A small window of the routed layout:
Region (21, 67) to (46, 92) µm. Cells in grey, sequential cells in the stronger grey; small squares are vias.
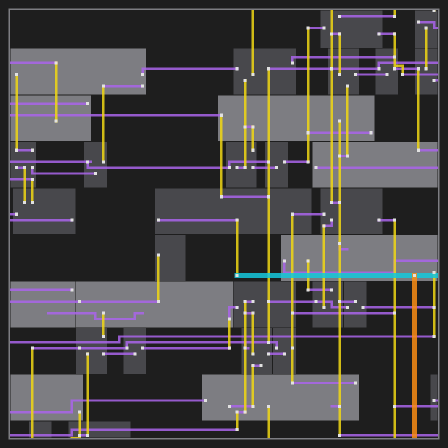
Congestion heat map:
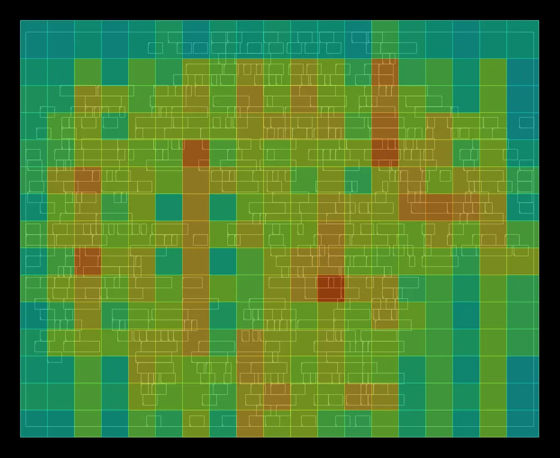
Cells coloured by class:
Drawn at 3 px/µm.
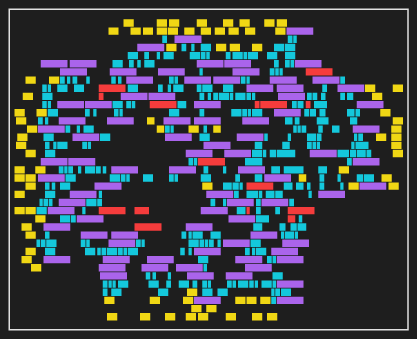
**config.mk**
```make
export PLATFORM = sky130hd
export DESIGN_NAME = toggle_count_engine_flat
export DESIGN_NICKNAME = d
export VERILOG_FILES = /design/src/rtl/toggle_count_engine_pkg.sv /design/src/rtl/toggle_count_engine_if.sv /design/src/rtl/toggle_count_engine_sat_counter.sv /design/src/rtl/toggle_count_engine.sv /design/src/flat_wrapper.sv
export SDC_FILE = /design/constraint.sdc
export NUM_CORES = 1
export LEC_CHECK = 0
export CELL_PAD_IN_SITES_DETAIL_PLACEMENT = 0
export CELL_PAD_IN_SITES_GLOBAL_PLACEMENT = 1
export CORE_ASPECT_RATIO = 0.8
export CORE_UTILIZATION = 30
export DETAILED_ROUTE_END_ITERATION = 8
export PLACE_DENSITY = 0.73
export SLEW_MARGIN = 10
export SYNTH_ARGS = -nofsm -noshare
export SYNTH_HDL_FRONTEND = slang
export SYNTH_SLANG_ARGS = --single-unit
```
**constraint.sdc**
```tcl
create_clock -name clock -period 3.8 [get_ports clock]
set_input_delay 0.76 -clock clock [delete_from_list [all_inputs] [get_ports clock]]
set_output_delay 0.76 -clock clock [all_outputs]
set_load 0.02 [all_outputs]
```
**src/rtl/toggle_count_engine_pkg.sv**
```systemverilog
// Shared types for the toggle/shift/count bit-statistics engine.
package toggle_count_pkg;

    // Engine control states: waiting for start, shifting N bits, result pulse.
    typedef enum logic [1:0] {
        IDLE  = 2'd0,
        SHIFT = 2'd1,
        DONE  = 2'd2
    } state_t;

    // Encodings of the count_sel input.
    localparam logic CNT_ONES  = 1'b0;
    localparam logic CNT_EDGES = 1'b1;

endpackage

```
**src/rtl/toggle_count_engine_if.sv**
```systemverilog
// Handshake, mode and result bundle of the toggle_count_engine.
// The master side requests runs; the slave side is the engine.
interface toggle_count_engine_if #(
    parameter int N = 64,
    parameter int H = 8
);
    logic         start;
    logic         load_mode;
    logic         count_sel;
    logic [N-1:0] par_in;
    logic         D;
    logic         busy;
    logic         done;
    logic [H-1:0] out;
    logic         overflow;

    modport master (
        output start, load_mode, count_sel, par_in, D,
        input  busy, done, out, overflow
    );

    modport slave (
        input  start, load_mode, count_sel, par_in, D,
        output busy, done, out, overflow
    );
endinterface

```
**src/rtl/toggle_count_engine_sat_counter.sv**
```systemverilog
// Saturating up-counter with a sticky overflow flag.
// clr has priority over inc; an increment at full scale holds the count
// and raises ovf, which stays set until the next clr.
module sat_counter #(
    parameter int H = 8
) (
    input  logic         clock,
    input  logic         reset,
    input  logic         clr,
    input  logic         inc,
    output logic [H-1:0] q,
    output logic         ovf
);
    localparam logic [H-1:0] MAX_COUNT = '1;

    logic [H-1:0] q_q, q_d;
    logic         ovf_q, ovf_d;

    // Next count: clear, saturate-and-flag at full scale, or step by one.
    always_comb begin
        q_d   = q_q;
        ovf_d = ovf_q;
        if (clr) begin
            q_d   = '0;
            ovf_d = 1'b0;
        end else if (inc) begin
            if (q_q == MAX_COUNT) begin
                ovf_d = 1'b1;
            end else begin
                q_d = q_q + 1'b1;
            end
        end
    end

    // Count and overflow registers.
    always_ff @(posedge clock or posedge reset) begin
        if (reset) begin
            q_q   <= '0;
            ovf_q <= 1'b0;
        end else begin
            q_q   <= q_d;
            ovf_q <= ovf_d;
        end
    end

    assign q   = q_q;
    assign ovf = ovf_q;
endmodule

```
**src/rtl/toggle_count_engine.sv**
```systemverilog
// Bit-statistics engine: a T-flop feeds the serial end of an N-bit shift
// register; each run shifts the register N times and counts either the ones
// leaving the MSB or the transitions between consecutive MSB bits.
module toggle_count_engine
    import toggle_count_pkg::*;
#(
    parameter int N = 64,
    parameter int H = 8
) (
    input logic                 clock,
    input logic                 reset,
    toggle_count_engine_if.slave bus
);
    localparam int BW = $clog2(N + 1);
    localparam logic [BW-1:0] LAST_IDX = BW'(N - 1);

    state_t         state_q;
    logic           tq_q;
    logic [N-1:0]   sreg_q;
    logic           prevMsb_q;
    logic [BW-1:0]  idx_q;
    logic           countSel_q;
    logic           busy_q;
    logic           done_q;

    logic           msbBit;
    logic           incReq;
    logic           clrReq;

    // Bit under evaluation is the pre-shift MSB; derive the counter controls.
    always_comb begin
        msbBit = sreg_q[N-1];
        clrReq = (state_q == IDLE) && bus.start;
        incReq = 1'b0;
        if (state_q == SHIFT) begin
            incReq = (countSel_q == CNT_ONES) ? msbBit : (msbBit ^ prevMsb_q);
        end
    end

    // T-flop toggles whenever D is high, regardless of engine state.
    always_ff @(posedge clock or posedge reset) begin
        if (reset) begin
            tq_q <= 1'b0;
        end else begin
            tq_q <= tq_q ^ bus.D;
        end
    end

    // Run control FSM with shift register, index and registered handshake.
    always_ff @(posedge clock or posedge reset) begin
        if (reset) begin
            state_q    <= IDLE;
            sreg_q     <= '0;
            prevMsb_q  <= 1'b0;
            idx_q      <= '0;
            countSel_q <= CNT_ONES;
            busy_q     <= 1'b0;
            done_q     <= 1'b0;
        end else begin
            case (state_q)
                IDLE: begin
                    done_q <= 1'b0;
                    if (bus.start) begin
                        countSel_q <= bus.count_sel;
                        prevMsb_q  <= 1'b0;
                        idx_q      <= '0;
                        if (bus.load_mode) begin
                            sreg_q <= bus.par_in;
                        end
                        busy_q  <= 1'b1;
                        state_q <= SHIFT;
                    end
                end
                SHIFT: begin
                    sreg_q    <= {sreg_q[N-2:0], tq_q};
                    prevMsb_q <= msbBit;
                    idx_q     <= idx_q + 1'b1;
                    if (idx_q == LAST_IDX) begin
                        done_q  <= 1'b1;
                        state_q <= DONE;
                    end
                end
                DONE: begin
                    done_q  <= 1'b0;
                    busy_q  <= 1'b0;
                    state_q <= IDLE;
                end
                default: begin
                    done_q  <= 1'b0;
                    busy_q  <= 1'b0;
                    state_q <= IDLE;
                end
            endcase
        end
    end

    sat_counter #(
        .H(H)
    ) u_counter (
        .clock (clock),
        .reset (reset),
        .clr   (clrReq),
        .inc   (incReq),
        .q     (bus.out),
        .ovf   (bus.overflow)
    );

    assign bus.busy = busy_q;
    assign bus.done = done_q;
endmodule

```
**src/flat_wrapper.sv**
```systemverilog
// flat-port wrapper written by rule: the top's interface ports become plain ports
module toggle_count_engine_flat import toggle_count_pkg::*;
#(
    parameter int N = 64,
    parameter int H = 8
)
  (clock, reset, bus_start, bus_load_mode, bus_count_sel, bus_par_in, bus_D, bus_busy, bus_done, bus_out, bus_overflow);
  toggle_count_engine_if #(.N(N), .H(H)) bus_i ();
  input logic clock;
  input logic reset;
  input wire logic [$bits(bus_i.start)-1:0] bus_start;
  input wire logic [$bits(bus_i.load_mode)-1:0] bus_load_mode;
  input wire logic [$bits(bus_i.count_sel)-1:0] bus_count_sel;
  input wire logic [$bits(bus_i.par_in)-1:0] bus_par_in;
  input wire logic [$bits(bus_i.D)-1:0] bus_D;
  output wire logic [$bits(bus_i.busy)-1:0] bus_busy;
  output wire logic [$bits(bus_i.done)-1:0] bus_done;
  output wire logic [$bits(bus_i.out)-1:0] bus_out;
  output wire logic [$bits(bus_i.overflow)-1:0] bus_overflow;
  assign bus_i.start = bus_start;
  assign bus_i.load_mode = bus_load_mode;
  assign bus_i.count_sel = bus_count_sel;
  assign bus_i.par_in = bus_par_in;
  assign bus_i.D = bus_D;
  assign bus_busy = bus_i.busy;
  assign bus_done = bus_i.done;
  assign bus_out = bus_i.out;
  assign bus_overflow = bus_i.overflow;
  toggle_count_engine #(.N(N), .H(H)) u_core (.clock(clock), .reset(reset), .bus(bus_i));
endmodule
```
==> deck_impl_summary.md <==
Run Summary

Run status
  – Outcome: complete, no violations

Synth
  – Post-Synth Adder-Cell Area: less than 1%
  – Xor/xnor share: less than 1%
  – Post-synth ARST share: 100.0%
  – Yosys chip area: ~4100 µm²
  – Compound Share, Synth: between 10% and 20%
  – Cells in synth_stat.txt: 391
  – Synth Flop Type: dfrtp_1
  – Main logic family: multiplexers
  – Top cells by area: dfrtp_1 (53%), mux2i_1 (16%), o21ai_0 (7.4%)
  – Flops after synth: a little under 90
  – Cell Type Count: between 40 and 50
  – Mapped Cells: about 400
  – Multiplexer share: around 16%

Layout
  – Area growth syn-to-layout: 29.34%
  – Final clock-cell share: approximately 5%
  – Layout cell share with drive strength beyond 1: 6.867%
  – Final-layout clock buffer total: 11
  – Seq/total area: 41.24%
  – Post-layout instance area: 5279 µm²
  – Non-clk buf share: around 16%
  – Max FFs per register: about 64
  – Nets@finish: roughly 530
  – Logic cell area: between 1500 and 2000 µm²
  – Fillcell total: approximately 1300

CTS
  – Total CTS buffers: 9
  – Clock latency on the worst-skew pair: between 0.3 and 0.4 ns
  – CTS tree: yes
  – Clk Tree Root Cell: clkbuf_16
  – CTS Hold Bufs: 0
  – H-tree levels: 3
  – Clk pin slew, worst setup/hold paths: roughly 0.06 ns

Worst setup path
  – RR Endpoint: u_core.idx_q[4]$_DFFE_PP0P_
  – Crit Path Class: in2reg
  – Worst Reg-to-Reg Cells: 4
  – Arr. time, crit path: roughly 2.6 ns
  – Worst path cell trace: clkdlybuf4s50_1 > a21oi_1 > or2_4 > o21ai_0
  – Worst setup path end: u_core.sreg_q[44]$_DFFE_PP0P_
  – Largest stage delay, worst path: ~0.86 ns

Min path
  – Hold WC Path Type: reg2reg
  – Worst hold path depth: 1
  – Hold EP: u_core.tq_q$_DFF_PP0_
  – HP Start: u_core.tq_q$_DFF_PP0_

STA
  – Final Worst Setup Slack: between 1 and 1.5 ns
  – Fmax: just over 400 MHz
  – Final hold violations: 0
  – Minimum clock period: 2.413 ns

Route
  – Final wirelength: roughly 8400 µm
  – Met2 WL: approximately 3700 µm
  – Vias/cell: around 4.6
  – 1st-pass router iterations: 4
  – Met1 wire length: 4269 µm
  – Routed wl met3: 373 µm
  – DR iter-0 viols: roughly 140

Placed design
  – Pre-CTS setup slack: about 1.0 ns
  – Dpl cells: approximately 630
  – Post-DP HPWL: ~5800 µm
  – I/O Buffers: around 80
  – Gpl congestion: ~0.76

Job
  – Max cap viols: 0

Floorplanning
  – Die area: around 14000 µm²
  – Die width: between 100 and 150 µm
  – Die Y: 106.3 µm
  – Tap cells: 175

Power
  – Cell-internal power: 2.468 mW
  – Post-layout power: between 3 and 4 mW
  – Lkg Pwr: approximately 2.3 nW
  – Max IR drop VDD: ~0.26 mV
  – Switching part of the total: between 30% and 40%
  – Comb pwr share: roughly 34%
  – Sequential power share: between 40 and 50%

Global route
  – Total track usage: 12.80%
Notes on 'a small window of the routed layout' above:
colour	layer
orange	M4
purple	M1
yellow	M2
cyan	M3
most frequent	dfrtp_1 (7), nand2_1 (6), o21ai_0 (6)
sequential cells in the window	7
netlist names of flops here include	u_core.sreg_q (7)
cells with their middle in the window	27

Notes on 'congestion heat map' above:
M3 GR Usage: 3.529%
post-layout util: 40.44%
met2 GRT Util: 18.98%
Wirelength per Cell: 13.17 µm

Notes on 'cells coloured by class' above:
colour	class	cells	share of their area
purple	registers	87	43%
cyan	remaining logic cells	280	35%
red	clock drivers and dummy loads	15	5.2%
yellow	remaining buffers and delay cells	84	16%

[cell usage in the layout (no fill, tap or decap), types with 4 or more instances in the layout]
cell / instances
buf_4: 4
nand2_1: 74
dfrtp_1: 87
o21ai_1: 9
clkdlybuf4s50_1: 80
nor2_1: 8
mux2i_1: 65
nor3_1: 5
a21oi_1: 7
o21ai_0: 60
nand3_1: 9
clkinv_2: 4
clkbuf_16: 9
[power groups by stage]
stage	Combinational (mW)	Clock, mW	Sequential (mW)
final	1.28	0.800	1.67
after global routing	1.46	0.861	1.74
after CTS	1.31	0.831	1.67
after detailed placement	1.31	0	1.68
after global placement	1.25	0	1.67
after floorplan	0.973	0	1.64
[worst max-delay path, delay by kind of cell]
family / cells / cell delay, ns
simple gates: 1 / 0.86
buf+inv: 1 / 0.50
compound gates: 2 / 0.41
Power is estimated from default activity; no workload was simulated.
